`src/rtl/cpu_run_controller.sv`:
```
// Run/halt/single-step sequencer for the single-cycle processor.
// Gates datapath commits through cpu_enable. Stops on a host command,
// step-count exhaustion, a PC breakpoint or the halt instruction.
// Keeps cycle and retired-instruction counters for the host.
module cpu_run_controller #(
  parameter int unsigned XLEN        = 32,
  parameter int unsigned COUNT_WIDTH = 32,
  parameter logic [31:0] HALT_INSTR  = 32'h00100073,
  parameter bit          RESET_RUN   = 1'b0
) (
  input  logic                   clock,
  input  logic                   reset,
  input  logic                   cmd_valid,
  output logic                   cmd_ready,
  input  logic [1:0]             cmd_op,
  input  logic [15:0]            step_count,
  input  logic                   bp_enable,
  input  logic [XLEN-1:0]        bp_address,
  input  logic [XLEN-1:0]        pc,
  input  logic [31:0]            instruction,
  output logic                   cpu_enable,
  output logic [1:0]             state,
  output logic [1:0]             halt_cause,
  output logic                   cmd_error,
  output logic [COUNT_WIDTH-1:0] cycle_count,
  output logic [COUNT_WIDTH-1:0] retired_count
);

  typedef enum logic [1:0] {
    ST_HALTED = 2'b00,
    ST_RUN    = 2'b01,
    ST_STEP   = 2'b10
  } state_t;

  typedef enum logic [1:0] {
    OP_RUN   = 2'b00,
    OP_STEP  = 2'b01,
    OP_HALT  = 2'b10,
    OP_CLEAR = 2'b11
  } op_t;

  localparam logic [1:0] CAUSE_CMD   = 2'b00;
  localparam logic [1:0] CAUSE_STEP  = 2'b01;
  localparam logic [1:0] CAUSE_BP    = 2'b10;
  localparam logic [1:0] CAUSE_EBRK  = 2'b11;

  localparam state_t RESET_STATE = RESET_RUN ? ST_RUN : ST_HALTED;

  state_t                 state_q, state_d;
  logic [1:0]             cause_q, cause_d;
  logic                   skip_q, skip_d;
  logic [15:0]            remaining_q, remaining_d;
  logic                   cmd_ready_q, cmd_ready_d;
  logic                   cmd_error_q, cmd_error_d;
  logic [COUNT_WIDTH-1:0] cycle_q, cycle_d;
  logic [COUNT_WIDTH-1:0] retired_q, retired_d;

  logic        is_halt_instr;
  logic        bp_hit;
  logic        stop;
  logic        active;
  logic        cmd_fire;
  logic [15:0] step_load;

  // The current instruction is only allowed to commit when nothing asks to stop
  // on it; skip lets a resumed core step past the stop that halted it.
  always_comb begin
    is_halt_instr = (instruction == HALT_INSTR);
    bp_hit        = bp_enable && (pc == bp_address);
    stop          = (is_halt_instr || bp_hit) && !skip_q;
    active        = (state_q != ST_HALTED);
    cpu_enable    = active && !stop;
    cmd_fire      = cmd_valid && cmd_ready_q;
    step_load     = (step_count == 16'd0) ? 16'd1 : step_count;
  end

  // Next-state, halt cause, step budget and handshake; datapath stops beat
  // step completion, which beats a host HALT arriving in the same cycle.
  always_comb begin
    state_d     = state_q;
    cause_d     = cause_q;
    skip_d      = skip_q;
    remaining_d = remaining_q;
    cmd_error_d = 1'b0;
    cmd_ready_d = !cmd_fire;

    if (!active) begin
      if (cmd_fire) begin
        unique case (op_t'(cmd_op))
          OP_RUN: begin
            state_d = ST_RUN;
            skip_d  = 1'b1;
          end
          OP_STEP: begin
            state_d     = ST_STEP;
            remaining_d = step_load;
            skip_d      = 1'b1;
          end
          OP_HALT:  cause_d = CAUSE_CMD;
          OP_CLEAR: ;
          default:  ;
        endcase
      end
    end else begin
      if (cpu_enable) begin
        skip_d = 1'b0;
      end
      if ((state_q == ST_STEP) && cpu_enable) begin
        remaining_d = remaining_q - 16'd1;
      end
      if (cmd_fire && ((cmd_op == OP_RUN) || (cmd_op == OP_STEP))) begin
        cmd_error_d = 1'b1;
      end

      if (stop) begin
        state_d = ST_HALTED;
        cause_d = is_halt_instr ? CAUSE_EBRK : CAUSE_BP;
      end else if ((state_q == ST_STEP) && cpu_enable && (remaining_q == 16'd1)) begin
        state_d = ST_HALTED;
        cause_d = CAUSE_STEP;
      end else if (cmd_fire && (cmd_op == OP_HALT)) begin
        state_d = ST_HALTED;
        cause_d = CAUSE_CMD;
      end
    end
  end

  // Free-running wrap-around counters; a CLEAR overrides this cycle's increment.
  always_comb begin
    cycle_d   = cycle_q + COUNT_WIDTH'(active);
    retired_d = retired_q + COUNT_WIDTH'(cpu_enable);
    if (cmd_fire && (cmd_op == OP_CLEAR)) begin
      cycle_d   = '0;
      retired_d = '0;
    end
  end

  // State register; reset drops the core out of RUN at once so cpu_enable
  // falls without waiting for a clock edge.
  always_ff @(posedge clock or negedge reset) begin
    if (!reset) begin
      state_q     <= RESET_STATE;
      cause_q     <= CAUSE_CMD;
      skip_q      <= 1'b0;
      remaining_q <= 16'd0;
      cmd_ready_q <= 1'b1;
      cmd_error_q <= 1'b0;
      cycle_q     <= '0;
      retired_q   <= '0;
    end else begin
      state_q     <= state_d;
      cause_q     <= cause_d;
      skip_q      <= skip_d;
      remaining_q <= remaining_d;
      cmd_ready_q <= cmd_ready_d;
      cmd_error_q <= cmd_error_d;
      cycle_q     <= cycle_d;
      retired_q   <= retired_d;
    end
  end

  assign state         = state_q;
  assign halt_cause    = cause_q;
  assign cmd_ready     = cmd_ready_q;
  assign cmd_error     = cmd_error_q;
  assign cycle_count   = cycle_q;
  assign retired_count = retired_q;

endmodule

```
`config.mk`:
```
export PLATFORM = sky130hd
export DESIGN_NAME = cpu_run_controller
export DESIGN_NICKNAME = d
export VERILOG_FILES = /design/src/rtl/cpu_run_controller.sv
export SDC_FILE = /design/constraint.sdc
export NUM_CORES = 1
export LEC_CHECK = 0
export ABC_AREA = 1
export CORE_ASPECT_RATIO = 1.4
export CORE_MARGIN = 2
export CORE_UTILIZATION = 51
export DETAILED_ROUTE_END_ITERATION = 8
export PLACE_DENSITY = 0.91
export SLEW_MARGIN = 40
export SYNTH_ARGS = -nofsm -noshare
export SYNTH_HDL_FRONTEND = slang
export SYNTH_SLANG_ARGS = --single-unit
```
`constraint.sdc`:
```
create_clock -name clock -period 6.3 [get_ports clock]
set_clock_uncertainty 0.2 [all_clocks]
set_input_delay 1.575 -clock clock [delete_from_list [all_inputs] [get_ports clock]]
set_output_delay 1.575 -clock clock [all_outputs]
set_load 0.02 [all_outputs]
```
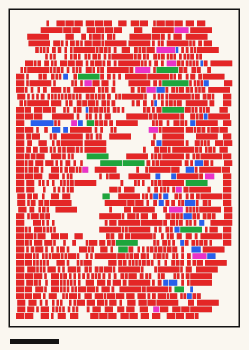
Fig. 1. Cells by drive strength (run 1).
Bar = 20 µm.
[blue] drive 2 | cells: 32 | share: 3.1% | most used: nor2_2
[red] drive 1 or less | cells: 960 | share: 94% | most used: nand2_1
[magenta] drive 3 to 4 | cells: 14 | share: 1.4% | most used: nor2_4
[green] drive 6 and up | cells: 14 | share: 1.4% | most used: clkbuf_16

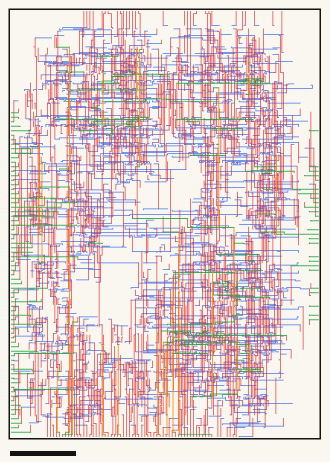
Fig. 2. Wiring by layer (run 1).
Bar = 20 µm.
[red] met2 | wire length: 8780 µm
[orange] met4 | wire length: 679 µm
[blue] met1 | wire length: 6060 µm
[green] met3 | wire length: 1050 µm
total wire length: 16600 µm
Tot GR Track Use: 0.280
total number of vias: 6360
WL/cell: 14.3 µm

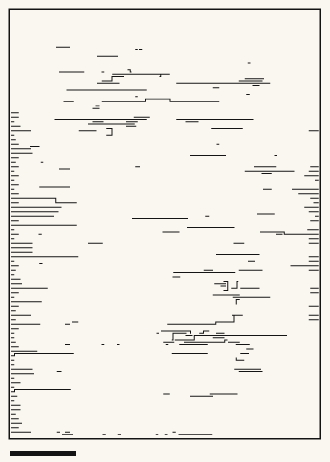
Fig. 3. Metal 3 (run 1).
Bar = 20 µm.
share of all routed wire: 6.4%
wire length on this layer: 1050 µm
longest straight run: 28.1 µm
nets with wire on the layer: 173

==> qor.json, run 1 <==
{
  "outcome": {"value": "finished, final reports clean"},
  "hold_fails_final_rpt": {"value": 0},
  "slew_headroom": {"value": 0.582},
  "p_leak": {"value": 0.00363, "unit": "µW"},
  "area.growth.synth_to_final": {"value": 41.0, "unit": "%"},
  "clock_sinks": {"value": 87},
  "logic_family": {"value": "simple AND/OR/NAND/NOR gates"},
  "seqPwrFrac": {"value": 0.406},
  "ys_seq_share": {"value": 0.381},
  "maxClockFrequency": {"value": 182, "unit": "MHz"},
  "n_antenna_cell": {"value": 0},
  "mostFrequentLayoutCells": {"value": "nand2_1 (199), clkdlybuf4s50_1 (187), inv_1 (123)"},
  "worst-r2r-cell-count": {"value": 14},
  "synthAdderAreaFrac": {"value": 0.0131},
  "die_h": {"value": 129, "unit": "µm"},
  "htree_levels": {"value": 3},
  "detailedPlacementHpwl": {"value": 12700, "unit": "µm"},
  "clk_latency_worst_skew_pair": {"value": 0.35, "unit": "ns"},
  "setup_tns": {"value": 0, "unit": "ns"},
  "timing.max_cap.violations": {"value": 0},
  "initial_utilization": {"value": 0.526},
  "layout_top_cell_excl_fill_tap": {"value": "nand2_1"},
  "start_kind": {"value": "input port"},
  "cts_post_setup_buffers_inserted": {"value": 0},
  "yosys.area_share.xor_xnor": {"value": 0.0398},
  "layoutNonFillerInstCount": {"value": 1161},
  "maximum_number_of_buffers_from_clock_root_to_sink": {"value": 2},
  "asyncSetResetFlopFracSynth": {"value": 1.00},
  "powerDensity": {"value": 213, "unit": "mW/mm²"},
  "drcViolationCount": {"value": 0},
  "pwr_total": {"value": 1720, "unit": "µW"},
  "critical_path_peak_fanout": {"value": 5},
  "yosys_warnings": {"value": 0},
  "enable_flop_cells": {"value": 0},
  "dr_wl_met2": {"value": 8780, "unit": "µm"},
  "critical_path.reg2reg.startpoint": {"value": "state[1]$_DFFE_PN0P_"},
  "fp.coreArea": {"value": 0.0109, "unit": "mm²"},
  "gp_congestion": {"value": 0.935},
  "p_int": {"value": 1150, "unit": "µW"},
  "hold_path_startpoint": {"value": "remaining_q[14]$_DFFE_PN0P_"},
  "met1Wirelength": {"value": 6060, "unit": "µm"},
  "setup_cp_type": {"value": "in2out"},
  "place.port_buffers": {"value": 188},
  "irDropWorstVdd": {"value": 0.199, "unit": "mV"},
  "post-route-worst-setup-slack": {"value": 0.805, "unit": "ns"},
  "synth.mux.area_fraction": {"value": 0},
  "stdcell_area": {"value": 0.00806, "unit": "mm²"},
  "power_frac_comb": {"value": 0.271},
  "compound_area_frac": {"value": 0.0946},
  "syn_avg_cell_area": {"value": 6.93, "unit": "µm²"},
  "dpl_worst_slack": {"value": 0.771, "unit": "ns"},
  "dominant_flop_cell": {"value": "dfrtp_1"},
  "io-pin-count": {"value": 189},
  "r2r_setup_slack": {"value": 3.15, "unit": "ns"},
  "tritoncts": {"value": "done"},
  "worstHoldPathCells": {"value": 2},
  "grt_first_pass_wirelength": {"value": 27100, "unit": "µm"},
  "top_layer": {"value": "met4"},
  "switchingPower": {"value": 570, "unit": "µW"},
  "yosys_cells": {"value": 825},
  "netlist_area": {"value": 0.00572, "unit": "mm²"},
  "simple_gate_area_frac": {"value": 0.377},
  "timing.rr.end": {"value": "cycle_count[26]$_DFF_PN0_"},
  "dieWidth": {"value": 93.5, "unit": "µm"},
  "drive_above_1_share": {"value": 0.0588},
  "fin_crit": {"value": 5.50, "unit": "ns"},
  "numPlacedInstances": {"value": 1145},
  "switching_share": {"value": 0.331},
  "worstHoldPathType": {"value": "reg2reg"},
  "final.period_utilization": {"value": 0.872},
  "cts_made_buffers": {"value": 9},
  "max_slew.worst_pin.slew": {"value": 0.626, "unit": "ns"},
  "first_global_vias": {"value": 6126},
  "std_cell_rows": {"value": 45},
  "worstHoldEndpoint": {"value": "remaining_q[14]$_DFFE_PN0P_"},
  "cts_hold_repair.buffers": {"value": 0},
  "clock_power_share": {"value": 0.323},
  "place_area": {"value": 0.00775, "unit": "mm²"},
  "rsz0062_at_grt": {"value": "false"},
  "grt_antenna_before_repair": {"value": 0},
  "chip_area": {"value": 0.0121, "unit": "mm²"},
  "cts_resized": {"value": 0},
  "overflow": {"value": 0},
  "critPathRequiredTime": {"value": 4.53, "unit": "ns"},
  "warnings": {"value": 28},
  "root_buffer": {"value": "clkbuf_16"},
  "finalSetupViolations": {"value": 0},
  "synth.ff_latch_count": {"value": 87},
  "yosysUniqueCellTypes": {"value": 43},
  "met3RoutedLength": {"value": 1050, "unit": "µm"},
  "report.final.slew_viol_count": {"value": 0}
}
==> run 1: Yosys cell counts, types with 5 or more instances <==
library cell,number,area (µm²)
clkbuf_1,10,37.5
nor2_2,8,50.1
nor3_1,39,195
nor4_1,24,150
o21ai_0,51,255
nand3_1,35,175
a31oi_1,5,31.3
dfrtp_1,86,2150
a21oi_1,33,165
ha_1,6,75.1
inv_1,124,465
nand2_1,199,747
xor2_1,16,140
xnor2_1,10,87.6
nand4_1,22,138
nand2_2,6,37.5
nor3_2,6,60.1
nor2_1,104,390
==> run 1: power by group through the flow <==
stage	registers [µW]	clock network, µW	logic (µW)
floorplan	722	0	230
global placement	703	0	451
detailed placement	705	0	463
CTS	696	558	466
global route	706	589	518
finish	699	555	467
==> run 1: per-layer routing <==
| metal | vias to the layer above | global-route usage |
|---|---|---|
| met4 | 0 | 0.144 |
| met3 | 51 | 0.0453 |
| met5 | - | 0 |
| li1 | 3058 | - |
| met1 | 2973 | 0.311 |
| met2 | 278 | 0.510 |
==> run 1: kinds of logic (layout without fill, tap and decap cells) <==
| kind of cell | count (synthesis) | in the layout |
|---|---|---|
| AOI/OAI and AO/OA | 101 | 101 |
| xor gates and xnor gates | 26 | 26 |
| adders and majority gates | 6 | 6 |
| buffers and inverters | 142 | 337 |
| DFF | 87 | 87 |
| and+or+nand+nor | 463 | 463 |
==> run 1: layout make-up <==
class	count	area, µm²
repair buffers	191	1910
inverters	130	489
fillers	848	2810
clock inverters	7	80.1
multi-input cells	596	3000
clock buffers	9	225
well taps	141	176
flip-flops and latches	87	2180
==> run 1: worst max path at each step <==
stage	from	end	slack [ns]
6_report	bp_enable	cpu_enable	0.80
5_1_grt	bp_address[29]	cpu_enable	0.62
4_1_cts	bp_address[29]	cpu_enable	0.76
3_5_place_dp	bp_address[29]	cpu_enable	0.77
3_3_place_gp	bp_enable	cpu_enable	0.81
2_1_floorplan	instruction[3]	cpu_enable	2.14
==> run 1: critical path, cell delays in order <==
cell and delay [ns]:
clkdlybuf4s50_1 0.49, a21boi_1 0.17, nand2_1 0.06, nor2_1 0.22
nand2_1 0.09, nor2_1 0.10, nand3_1 0.11, nand2_1 0.07
nand2_1 0.10, nand2_1 0.10, inv_1 0.09, clkdlybuf4s50_1 0.55
==> run 1: sequential cells by signal, indices dropped and copies added, names as in the netlist <==
name           cells
state              2
cycle_count       32
skip_q             1
cmd_ready          1
cmd_error          1
remaining_q       16
retired_count     32
halt_cause         2
==> run 1: stage by stage <==
step	util	hold slack (ns)
after global placement	0.713	0.256
after detailed placement	0.713	0.259
after global routing	0.742	0.310
after CTS	0.741	0.275
final	0.742	0.270
after floorplan	-	0.242
==> inputs of run 2 (changes only) <==
- SKIP_CTS_REPAIR_TIMING: unset -> 1
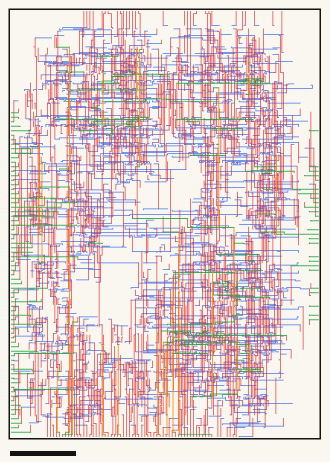
Fig. 4. Wiring by layer (run 2).
Bar = 20 µm.
[blue] met1 | wire length: 6060 µm
[green] met3 | wire length: 1050 µm
[orange] met4 | wire length: 679 µm
[red] met2 | wire length: 8780 µm

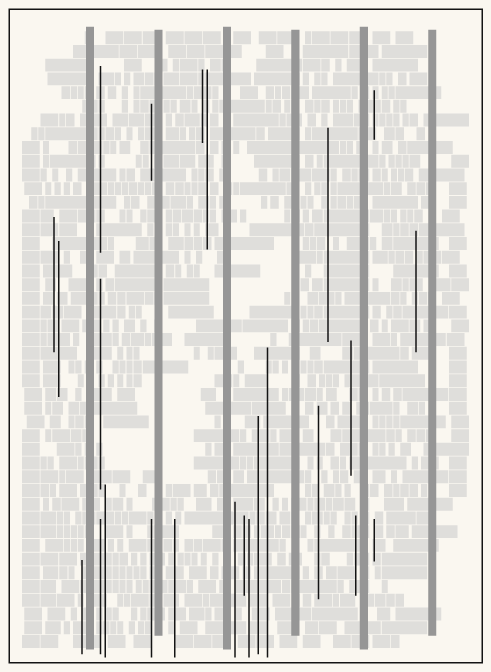
Fig. 5. Met4 routing (run 2).
Supply wires on this layer in grey.
longest straight run: 61.2 µm
share of all routed wire: 4.1%
main direction: vertical
wire length on this layer: 679 µm
nets with wire on the layer: 23

==> qor.json, run 2 <==
{
  "drcViolationCount": {"value": 0, "change": "unchanged"},
  "warnings": {"value": 28, "change": "unchanged"},
  "n_antenna_cell": {"value": 0, "change": "unchanged"},
  "yosysUniqueCellTypes": {"value": 43, "change": "unchanged"},
  "maxClockFrequency": {"value": 182, "unit": "MHz", "change": "unchanged"},
  "timing.max_cap.violations": {"value": 0, "change": "unchanged"},
  "initial_utilization": {"value": 0.526, "change": "unchanged"},
  "area.growth.synth_to_final": {"value": 41.0, "unit": "%", "change": "unchanged"},
  "io-pin-count": {"value": 189, "change": "unchanged"},
  "rsz0062_at_grt": {"value": "false", "change": "unchanged"},
  "grt_antenna_before_repair": {"value": 0, "change": "unchanged"},
  "yosys.area.top_type": {"value": "dfrtp_1", "change": "unchanged"},
  "fp.coreArea": {"value": 0.0109, "unit": "mm²", "change": "unchanged"},
  "start_kind": {"value": "input port", "change": "unchanged"},
  "report.final.slew_viol_count": {"value": 0, "change": "unchanged"},
  "root_buffer": {"value": "clkbuf_16", "change": "unchanged"},
  "std_cell_rows": {"value": 45, "change": "unchanged"},
  "most_common_cell": {"value": "nand2_1", "change": "unchanged"},
  "critical_path.reg2reg.startpoint": {"value": "state[1]$_DFFE_PN0P_", "change": "unchanged"},
  "fp_nets": {"value": 949, "change": "unchanged"},
  "hold_fails_final_rpt": {"value": 0, "change": "unchanged"},
  "worstPathCellList": {"value": "clkdlybuf4s50_1 -> a21boi_1 -> nand2_1 -> nor2_1 -> nand2_1 -> nor2_1 -> nand3_1 -> nand2_1 -> nand2_1 -> nand2_1 -> inv_1 -> clkdlybuf4s50_1", "change": "unchanged"},
  "top_area_frac": {"value": 0.377, "change": "unchanged"},
  "mostFrequentLayoutCells": {"value": "nand2_1 (199), clkdlybuf4s50_1 (187), inv_1 (123)", "change": "unchanged"},
  "place_area": {"value": 0.00775, "unit": "mm²", "change": "unchanged"},
  "synthTopCellsByArea": {"value": "dfrtp_1 (38%), nand2_1 (13%), inv_1 (8.1%), nor2_1 (6.8%), o21ai_0 (4.5%)", "change": "unchanged"},
  "chip_area": {"value": 0.0121, "unit": "mm²", "change": "unchanged"},
  "outcome": {"value": "finished, final reports clean", "change": "unchanged"},
  "enable_flop_cells": {"value": 0, "change": "unchanged"},
  "max_slew.worst_pin.slew": {"value": 0.626, "unit": "ns", "change": "unchanged"},
  "grt_max_degree": {"value": 62, "change": "unchanged"},
  "total_number_of_vias": {"value": 6360, "change": "unchanged"},
  "grt_usage": {"value": 0.280, "change": "unchanged"},
  "worstSetupStartpoint": {"value": "bp_enable", "change": "unchanged"},
  "dpl_worst_slack": {"value": 0.771, "unit": "ns", "change": "unchanged"},
  "grt_first_pass_wirelength": {"value": 27100, "unit": "µm", "change": "unchanged"},
  "setup_tns": {"value": 0, "unit": "ns", "change": "unchanged"},
  "worstHoldPathType": {"value": "reg2reg", "change": "unchanged"},
  "critical_path_peak_fanout": {"value": 5, "change": "unchanged"},
  "critPathArrivalTime": {"value": 3.72, "unit": "ns", "change": "about the same"},
  "hold_path_startpoint": {"value": "remaining_q[14]$_DFFE_PN0P_", "change": "unchanged"},
  "maximum_number_of_buffers_from_clock_root_to_sink": {"value": 2, "change": "unchanged"},
  "place.port_buffers": {"value": 188, "change": "unchanged"},
  "utilization": {"value": 0.742, "change": "unchanged"},
  "dominant_flop_cell": {"value": "dfrtp_1", "change": "unchanged"},
  "critPathRequiredTime": {"value": 4.53, "unit": "ns", "change": "about the same"},
  "tritoncts": {"value": "done", "change": "unchanged"},
  "crit_top_cell": {"value": "nand2_1", "change": "unchanged"},
  "detailedPlacementHpwl": {"value": 12700, "unit": "µm", "change": "unchanged"},
  "layout_top_cell_excl_fill_tap": {"value": "nand2_1", "change": "unchanged"},
  "stdcell_area": {"value": 0.00806, "unit": "mm²", "change": "unchanged"},
  "die_h": {"value": 129, "unit": "µm", "change": "unchanged"},
  "layout.nets": {"value": 1139, "change": "unchanged"},
  "slew_headroom": {"value": 0.582, "change": "unchanged"},
  "yosys.stat.chipArea": {"value": 0.00572, "unit": "mm²", "change": "unchanged"},
  "yosys_cells": {"value": 825, "change": "unchanged"},
  "pwr_total": {"value": 1720, "unit": "µW", "change": "unchanged"},
  "timing.critical_path.slowest_cell_delay": {"value": 0.55, "unit": "ns", "change": "about the same"},
  "powerDensity": {"value": 213, "unit": "mW/mm²", "change": "unchanged"},
  "post-route-worst-setup-slack": {"value": 0.805, "unit": "ns", "change": "unchanged"},
  "clock_sinks": {"value": 87, "change": "unchanged"},
  "critPathSlowestCell": {"value": "clkdlybuf4s50_1", "change": "unchanged"},
  "cts_made_buffers": {"value": 9, "change": "unchanged"},
  "detail_route.first_pass.iterations": {"value": 5, "change": "unchanged"},
  "clk_latency_worst_skew_pair": {"value": 0.35, "unit": "ns", "change": "about the same"},
  "asyncSetResetFlopFracSynth": {"value": 1.00, "change": "unchanged"},
  "drive_above_1_share": {"value": 0.0588, "change": "unchanged"},
  "worstSetupEndpointType": {"value": "primary output", "change": "unchanged"},
  "netlist_area": {"value": 0.00572, "unit": "mm²", "change": "unchanged"},
  "syn_avg_cell_area": {"value": 6.93, "unit": "µm²", "change": "unchanged"},
  "irDropWorstVdd": {"value": 0.199, "unit": "mV", "change": "unchanged"},
  "wl": {"value": 16600, "unit": "µm", "change": "unchanged"},
  "htree_levels": {"value": 3, "change": "unchanged"},
  "gp_congestion": {"value": 0.935, "change": "unchanged"},
  "ys_seq_share": {"value": 0.381, "change": "unchanged"},
  "synth.ff_latch_count": {"value": 87, "change": "unchanged"},
  "area.sequential": {"value": 0.00218, "unit": "mm²", "change": "unchanged"},
  "overflow": {"value": 0, "change": "unchanged"},
  "final.period_utilization": {"value": 0.872, "change": "unchanged"},
  "combGateArea": {"value": 0.00300, "unit": "mm²", "change": "unchanged"},
  "yosys_warnings": {"value": 0, "change": "unchanged"},
  "post_drt_via_cell_ratio": {"value": 5.48, "change": "unchanged"},
  "setup_cp_type": {"value": "in2out", "change": "unchanged"},
  "clock_input_transition_at_the_sequential_cells_of_the_worst_setup_and_hold_paths": {"value": 0.06, "unit": "ns", "change": "about the same"},
  "dieWidth": {"value": 93.5, "unit": "µm", "change": "unchanged"},
  "avgRoutedWirePerCell": {"value": 14.3, "unit": "µm", "change": "unchanged"},
  "drt_first_iter_violations": {"value": 348, "change": "unchanged"},
  "finalSetupViolations": {"value": 0, "change": "unchanged"},
  "fin_crit": {"value": 5.50, "unit": "ns", "change": "unchanged"},
  "number_of_filler_cells_placed_in_the_layout": {"value": 848, "change": "unchanged"},
  "netlist_instances": {"value": 825, "change": "unchanged"},
  "p_leak": {"value": 0.00363, "unit": "µW", "change": "unchanged"},
  "final_antenna_net_count": {"value": 0, "change": "unchanged"},
  "commonest_cells_in_the_synthesized_netlist": {"value": "nand2_1 (199), inv_1 (124), nor2_1 (104)", "change": "unchanged"},
  "first_global_vias": {"value": 6126, "change": "unchanged"}
}
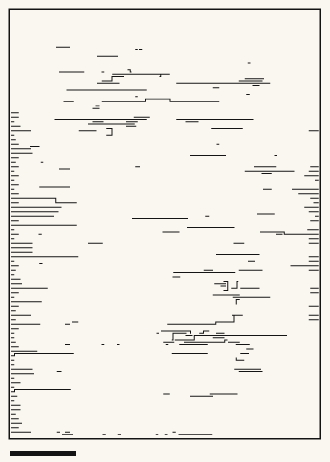
Fig. 6. Metal 3 (run 2).
Bar = 20 µm.
share of all routed wire: 6.4%
nets with wire on the layer: 173
main direction: horizontal
wire length on this layer: 1050 µm
longest straight run: 28.1 µm
met3 usage: 0.0453

## run 2: cell counts after synthesis
No cell type changed its count.
## run 2: path summary, 6_finish.rpt
path	end	slack, ns	cells after the start
setup reg to reg	cycle_count[26]$_DFF_PN0_	3.15	14
max in group asynchronous	remaining_q[13]$_DFFE_PN0P_	4.12	2
hold / removal	remaining_q[14]$_DFFE_PN0P_	0.27	2
min in group asynchronous	cycle_count[31]$_DFF_PN0_	0.92	1
hold reg to reg	remaining_q[14]$_DFFE_PN0P_	0.27	2
setup / recovery	cpu_enable	0.80	12
## run 2: logic make-up (layout without fill, tap and decap cells)
| logic type | count (synthesis) | in the layout | synth area share |
|---|---|---|---|
| buffers and inverters | 142 | 337 | 0.0941 |
| adders and majority gates | 6 | 6 | 0.0131 |
| AOI/OAI and AO/OA | 101 | 101 | 0.0946 |
| DFF | 87 | 87 | 0.381 |
| and+or+nand+nor | 463 | 463 | 0.377 |
| xor gates and xnor gates | 26 | 26 | 0.0398 |
## run 2: area by class of cell
| cell class | instances | share of cell area |
|---|---|---|
| Tap cell | 141 | 0.0219 |
| Multi-Input combinational cell | 596 | 0.373 |
| Sequential cell | 87 | 0.270 |
| Timing Repair Buffer | 191 | 0.236 |
| Clock buffer | 9 | 0.0279 |
| Clock inverter | 7 | 0.00994 |
| Inverter | 130 | 0.0607 |
## run 2: report_power, final
| group | switching [µW] | internal, µW | leakage (µW) | total, µW |
|---|---|---|---|---|
| sequential | 73.8 | 625 | 0.00118 | 699 |
| combinational | 254 | 213 | 0.00231 | 467 |
| clock | 242 | 313 | 0.000148 | 555 |
## run 2: layer usage
| layer | share of wire | vias up | global-route usage |
|---|---|---|---|
| li1 | - | 3058 | - |
| met1 | 0.37 | 2973 | 0.311 |
| met2 | 0.53 | 278 | 0.510 |
| met3 | 0.063 | 51 | 0.0453 |
| met4 | 0.041 | 0 | 0.144 |
| met5 | 0 | - | 0 |
## run 2: stage by stage
step           std cells  hold WS (ns)
2_1_floorplan        825         0.242
3_3_place_gp        1145         0.256
3_5_place_dp        1145         0.259
4_1_cts             1161         0.275
5_1_grt             1161         0.310
6_report            1161         0.270
## run 2: worst max-delay path, delay by kind of cell
kind / cells / cell delay, ns
buf+inv: 3 / 1.13
compound gates: 1 / 0.17
simple gates: 8 / 0.85
Fig. 7: run 2, cell placement
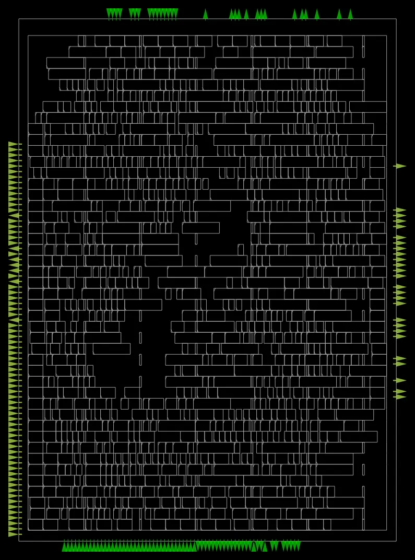

==> inputs of run 3 (changes only) <==
- CORE_MARGIN: 2 -> 5
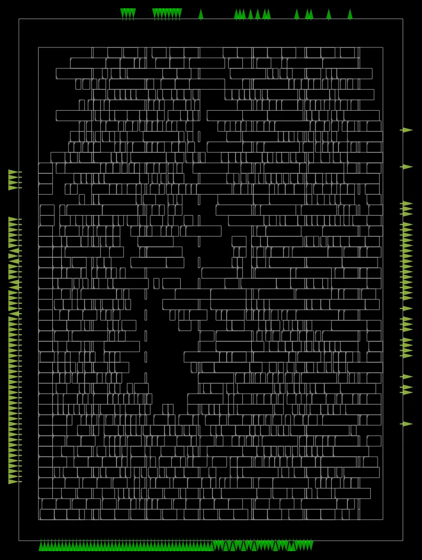
Fig. 8. Cell placement (run 3).
seq_cells: 87
number of standard cells in the layout, taps in and fillers out: 1161
number of filler cells placed in the layout: 830
Std-Cell Rows: 45

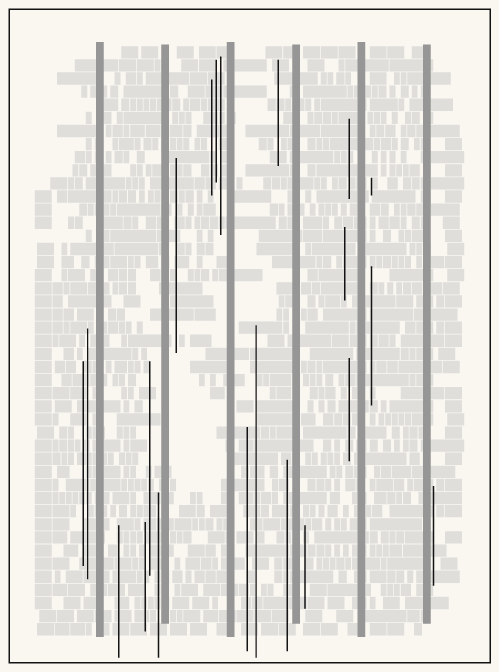
Fig. 9. Met4 routing (run 3).
Supply wires on this layer in grey.
main direction: vertical
wire length on this layer: 645 µm
longest straight run: 68.7 µm
nets with wire on the layer: 20
share of all routed wire: 3.8%

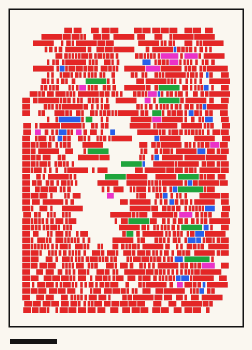
Fig. 10. Cells by drive strength (run 3).
Bar = 20 µm.
[blue] drive 2 | cells: 31 | share: 3.0% | most used: nor2_2
[magenta] drive 3 to 4 | cells: 15 | share: 1.5% | most used: nor2_4
[red] drive 1 or less | cells: 960 | share: 94% | most used: nand2_1
[green] drive 6 and up | cells: 14 | share: 1.4% | most used: clkbuf_16
Syn-to-layout area delta: 41.4%
nonclk buf count: 191
smallest setup slack after layout: 0.889 ns
final non-filler cell area: 0.00808 mm²

==> qor.json, run 3 <==
{
  "critPathArrivalTime": {"value": 3.64, "unit": "ns", "change": "was 3.72 ns"},
  "irDropWorstVdd": {"value": 0.162, "unit": "mV", "change": "was 0.199 mV"},
  "fp.coreArea": {"value": 0.0109, "unit": "mm²", "change": "about the same"},
  "total_number_of_vias": {"value": 6223, "change": "was 6360"},
  "setup_cp_type": {"value": "in2out", "change": "unchanged"},
  "p_leak": {"value": 0.00364, "unit": "µW", "change": "was 0.00363 µW"},
  "netlist_area": {"value": 0.00572, "unit": "mm²", "change": "unchanged"},
  "yosys_cells": {"value": 825, "change": "unchanged"},
  "post_drt_via_cell_ratio": {"value": 5.36, "change": "was 5.48"},
  "avgRoutedWirePerCell": {"value": 14.7, "unit": "µm", "change": "was 14.3 µm"},
  "synth.ff_latch_count": {"value": 87, "change": "unchanged"},
  "powerDensity": {"value": 217, "unit": "mW/mm²", "change": "was 213 mW/mm²"},
  "grt_max_degree": {"value": 58, "change": "was 62"},
  "htree_levels": {"value": 3, "change": "unchanged"},
  "tritoncts": {"value": "done", "change": "unchanged"},
  "clock_input_transition_at_the_sequential_cells_of_the_worst_setup_and_hold_paths": {"value": 0.06, "unit": "ns", "change": "about the same"},
  "warnings": {"value": 28, "change": "unchanged"},
  "drive_above_1_share": {"value": 0.0588, "change": "unchanged"},
  "gr-usage-met1": {"value": 0.285, "change": "was 0.311"},
  "grt_util_met2": {"value": 0.457, "change": "was 0.510"},
  "place.port_buffers": {"value": 188, "change": "unchanged"},
  "asyncSetResetFlopFracSynth": {"value": 1.00, "change": "unchanged"},
  "final.period_utilization": {"value": 0.859, "change": "was 0.872"},
  "worstHoldPathType": {"value": "reg2reg", "change": "unchanged"},
  "grt_usage": {"value": 0.253, "change": "was 0.280"},
  "detailedPlacementHpwl": {"value": 13000, "unit": "µm", "change": "was 12700 µm"},
  "start_kind": {"value": "input port", "change": "unchanged"},
  "critPathRequiredTime": {"value": 4.53, "unit": "ns", "change": "about the same"},
  "cts_made_buffers": {"value": 9, "change": "unchanged"},
  "clk_latency_worst_skew_pair": {"value": 0.34, "unit": "ns", "change": "was 0.35 ns"},
  "hold_fails_final_rpt": {"value": 0, "change": "unchanged"},
  "setup_tns": {"value": 0, "unit": "ns", "change": "unchanged"},
  "finalSetupViolations": {"value": 0, "change": "unchanged"},
  "yosys.stat.chipArea": {"value": 0.00572, "unit": "mm²", "change": "unchanged"},
  "dieWidth": {"value": 99.5, "unit": "µm", "change": "was 93.5 µm"},
  "drt_first_iter_violations": {"value": 286, "change": "was 348"},
  "most_common_cell": {"value": "nand2_1", "change": "unchanged"},
  "gp_congestion": {"value": 0.891, "change": "was 0.935"},
  "clock_sinks": {"value": 87, "change": "unchanged"},
  "slew_headroom": {"value": 0.543, "change": "was 0.582"},
  "n_antenna_cell": {"value": 0, "change": "unchanged"},
  "timing.max_cap.violations": {"value": 0, "change": "unchanged"},
  "final_antenna_net_count": {"value": 0, "change": "unchanged"},
  "enable_flop_cells": {"value": 0, "change": "unchanged"},
  "synthTopCellsByArea": {"value": "dfrtp_1 (38%), nand2_1 (13%), inv_1 (8.1%), nor2_1 (6.8%), o21ai_0 (4.5%)", "change": "unchanged"},
  "syn_avg_cell_area": {"value": 6.93, "unit": "µm²", "change": "unchanged"},
  "initial_utilization": {"value": 0.523, "change": "was 0.526"},
  "first_global_vias": {"value": 5991, "change": "was 6126"},
  "ys_seq_share": {"value": 0.381, "change": "unchanged"},
  "mostFrequentLayoutCells": {"value": "nand2_1 (199), clkdlybuf4s50_1 (187), inv_1 (123)", "change": "unchanged"},
  "io-pin-count": {"value": 189, "change": "unchanged"},
  "outcome": {"value": "finished, final reports clean", "change": "unchanged"},
  "grt_antenna_before_repair": {"value": 0, "change": "unchanged"},
  "layout_top_cell_excl_fill_tap": {"value": "nand2_1", "change": "unchanged"},
  "fp_nets": {"value": 949, "change": "unchanged"},
  "max_slew.worst_pin.slew": {"value": 0.683, "unit": "ns", "change": "was 0.626 ns"},
  "finalHoldWorstSlack": {"value": 0.274, "unit": "ns", "change": "was 0.270 ns"},
  "detail_route.first_pass.iterations": {"value": 5, "change": "unchanged"},
  "wl": {"value": 17100, "unit": "µm", "change": "was 16600 µm"},
  "yosys_warnings": {"value": 0, "change": "unchanged"},
  "report.final.slew_viol_count": {"value": 0, "change": "unchanged"},
  "netlist_instances": {"value": 825, "change": "unchanged"},
  "dominant_flop_cell": {"value": "dfrtp_1", "change": "unchanged"},
  "commonest_cells_in_the_synthesized_netlist": {"value": "nand2_1 (199), inv_1 (124), nor2_1 (104)", "change": "unchanged"},
  "fin_crit": {"value": 5.41, "unit": "ns", "change": "was 5.50 ns"},
  "die_h": {"value": 135, "unit": "µm", "change": "was 129 µm"},
  "maxClockFrequency": {"value": 185, "unit": "MHz", "change": "was 182 MHz"},
  "grt_util_met3": {"value": 0.0536, "change": "was 0.0453"},
  "drcViolationCount": {"value": 0, "change": "unchanged"},
  "layout.nets": {"value": 1139, "change": "unchanged"},
  "rsz0062_at_grt": {"value": "false", "change": "unchanged"},
  "grt_first_pass_wirelength": {"value": 27800, "unit": "µm", "change": "was 27100 µm"},
  "utilization": {"value": 0.740, "change": "was 0.742"},
  "worstSetupEndpointType": {"value": "primary output", "change": "unchanged"},
  "yosysUniqueCellTypes": {"value": 43, "change": "unchanged"},
  "top_usage_layer": {"value": "met2", "change": "unchanged"},
  "chip_area": {"value": 0.0135, "unit": "mm²", "change": "was 0.0121 mm²"},
  "top_area_frac": {"value": 0.377, "change": "unchanged"},
  "overflow": {"value": 0, "change": "unchanged"},
  "critical_path_peak_fanout": {"value": 5, "change": "unchanged"},
  "yosys.area.top_type": {"value": "dfrtp_1", "change": "unchanged"},
  "maximum_number_of_buffers_from_clock_root_to_sink": {"value": 2, "change": "unchanged"},
  "root_buffer": {"value": "clkbuf_16", "change": "unchanged"}
}
run 3: final cells by class:
cell class                 instances  area [µm²]  share of cell area
clock buffer                       9         225              0.0279
clock inverter                     7         103              0.0127
multi-input combinational        596        3000               0.372
sequential                        87        2180               0.270
timing repair buffer             191        1910               0.236
tap                              141         176              0.0218
inverter                         130         489              0.0605
run 3: path summary, 6_finish.rpt:
path,endpoint,cells after the start,start,slack (ns)
min in group asynchronous,cycle_count[18]$_DFF_PN0_,1,reset,0.96
min,remaining_q[14]$_DFFE_PN0P_,2,remaining_q[14]$_DFFE_PN0P_,0.27
max,cpu_enable,10,instruction[28],0.89
max in group asynchronous,cmd_ready$_DFF_PN1_,2,reset,4.05
min reg2reg,remaining_q[14]$_DFFE_PN0P_,2,remaining_q[14]$_DFFE_PN0P_,0.27
max reg2reg,retired_count[31]$_DFF_PN0_,17,state[1]$_DFFE_PN0P_,3.21
run 3: critical path: stages:
cell	delay, ns
clkdlybuf4s50_1	0.43
nor4_1	0.32
nand2_1	0.18
nor2_1	0.14
nand2_1	0.06
nand2_1	0.06
nand2_1	0.10
nand2_1	0.10
inv_1	0.11
clkdlybuf4s50_1	0.57
run 3: power by group:
group	total [µW]	leakage, µW	internal, µW	switching [µW]
logic	468	0.00231	213	256
registers	697	0.00118	625	71.9
clock network	587	0.000157	352	235
run 3: kinds of logic (layout without fill, tap and decap cells):
kind of cell               after synthesis  after routing  synth area share
and+or+nand+nor                        463            463             0.377
DFF                                     87             87             0.381
buffers and inverters                  142            337            0.0941
adders and majority gates                6              6            0.0131
AOI/OAI and AO/OA                      101            101            0.0946
xor gates and xnor gates                26             26            0.0398
run 3: metrics by stage:
| stage | std cells | setup slack [ns] | area, µm² | total power (µW) |
|---|---|---|---|---|
| 6_report | 1161 | 0.889 | 8080 | 1750 |
| 5_1_grt | 1161 | 0.696 | 8080 | 1850 |
| 4_1_cts | 1161 | 0.877 | 8080 | 1760 |
| 3_5_place_dp | 1145 | 0.885 | 7750 | 1170 |
| 3_3_place_gp | 1145 | 0.921 | 7750 | 1150 |
| 2_1_floorplan | 825 | 2.14 | 5720 | 952 |
run 3: per-layer routing:
layer,wire length [µm],vias up
met5,0,-
met4,645,0
met3,1330,46
met2,8890,273
met1,6230,2849
li1,-,3055
Power is estimated from default activity; no workload was simulated.
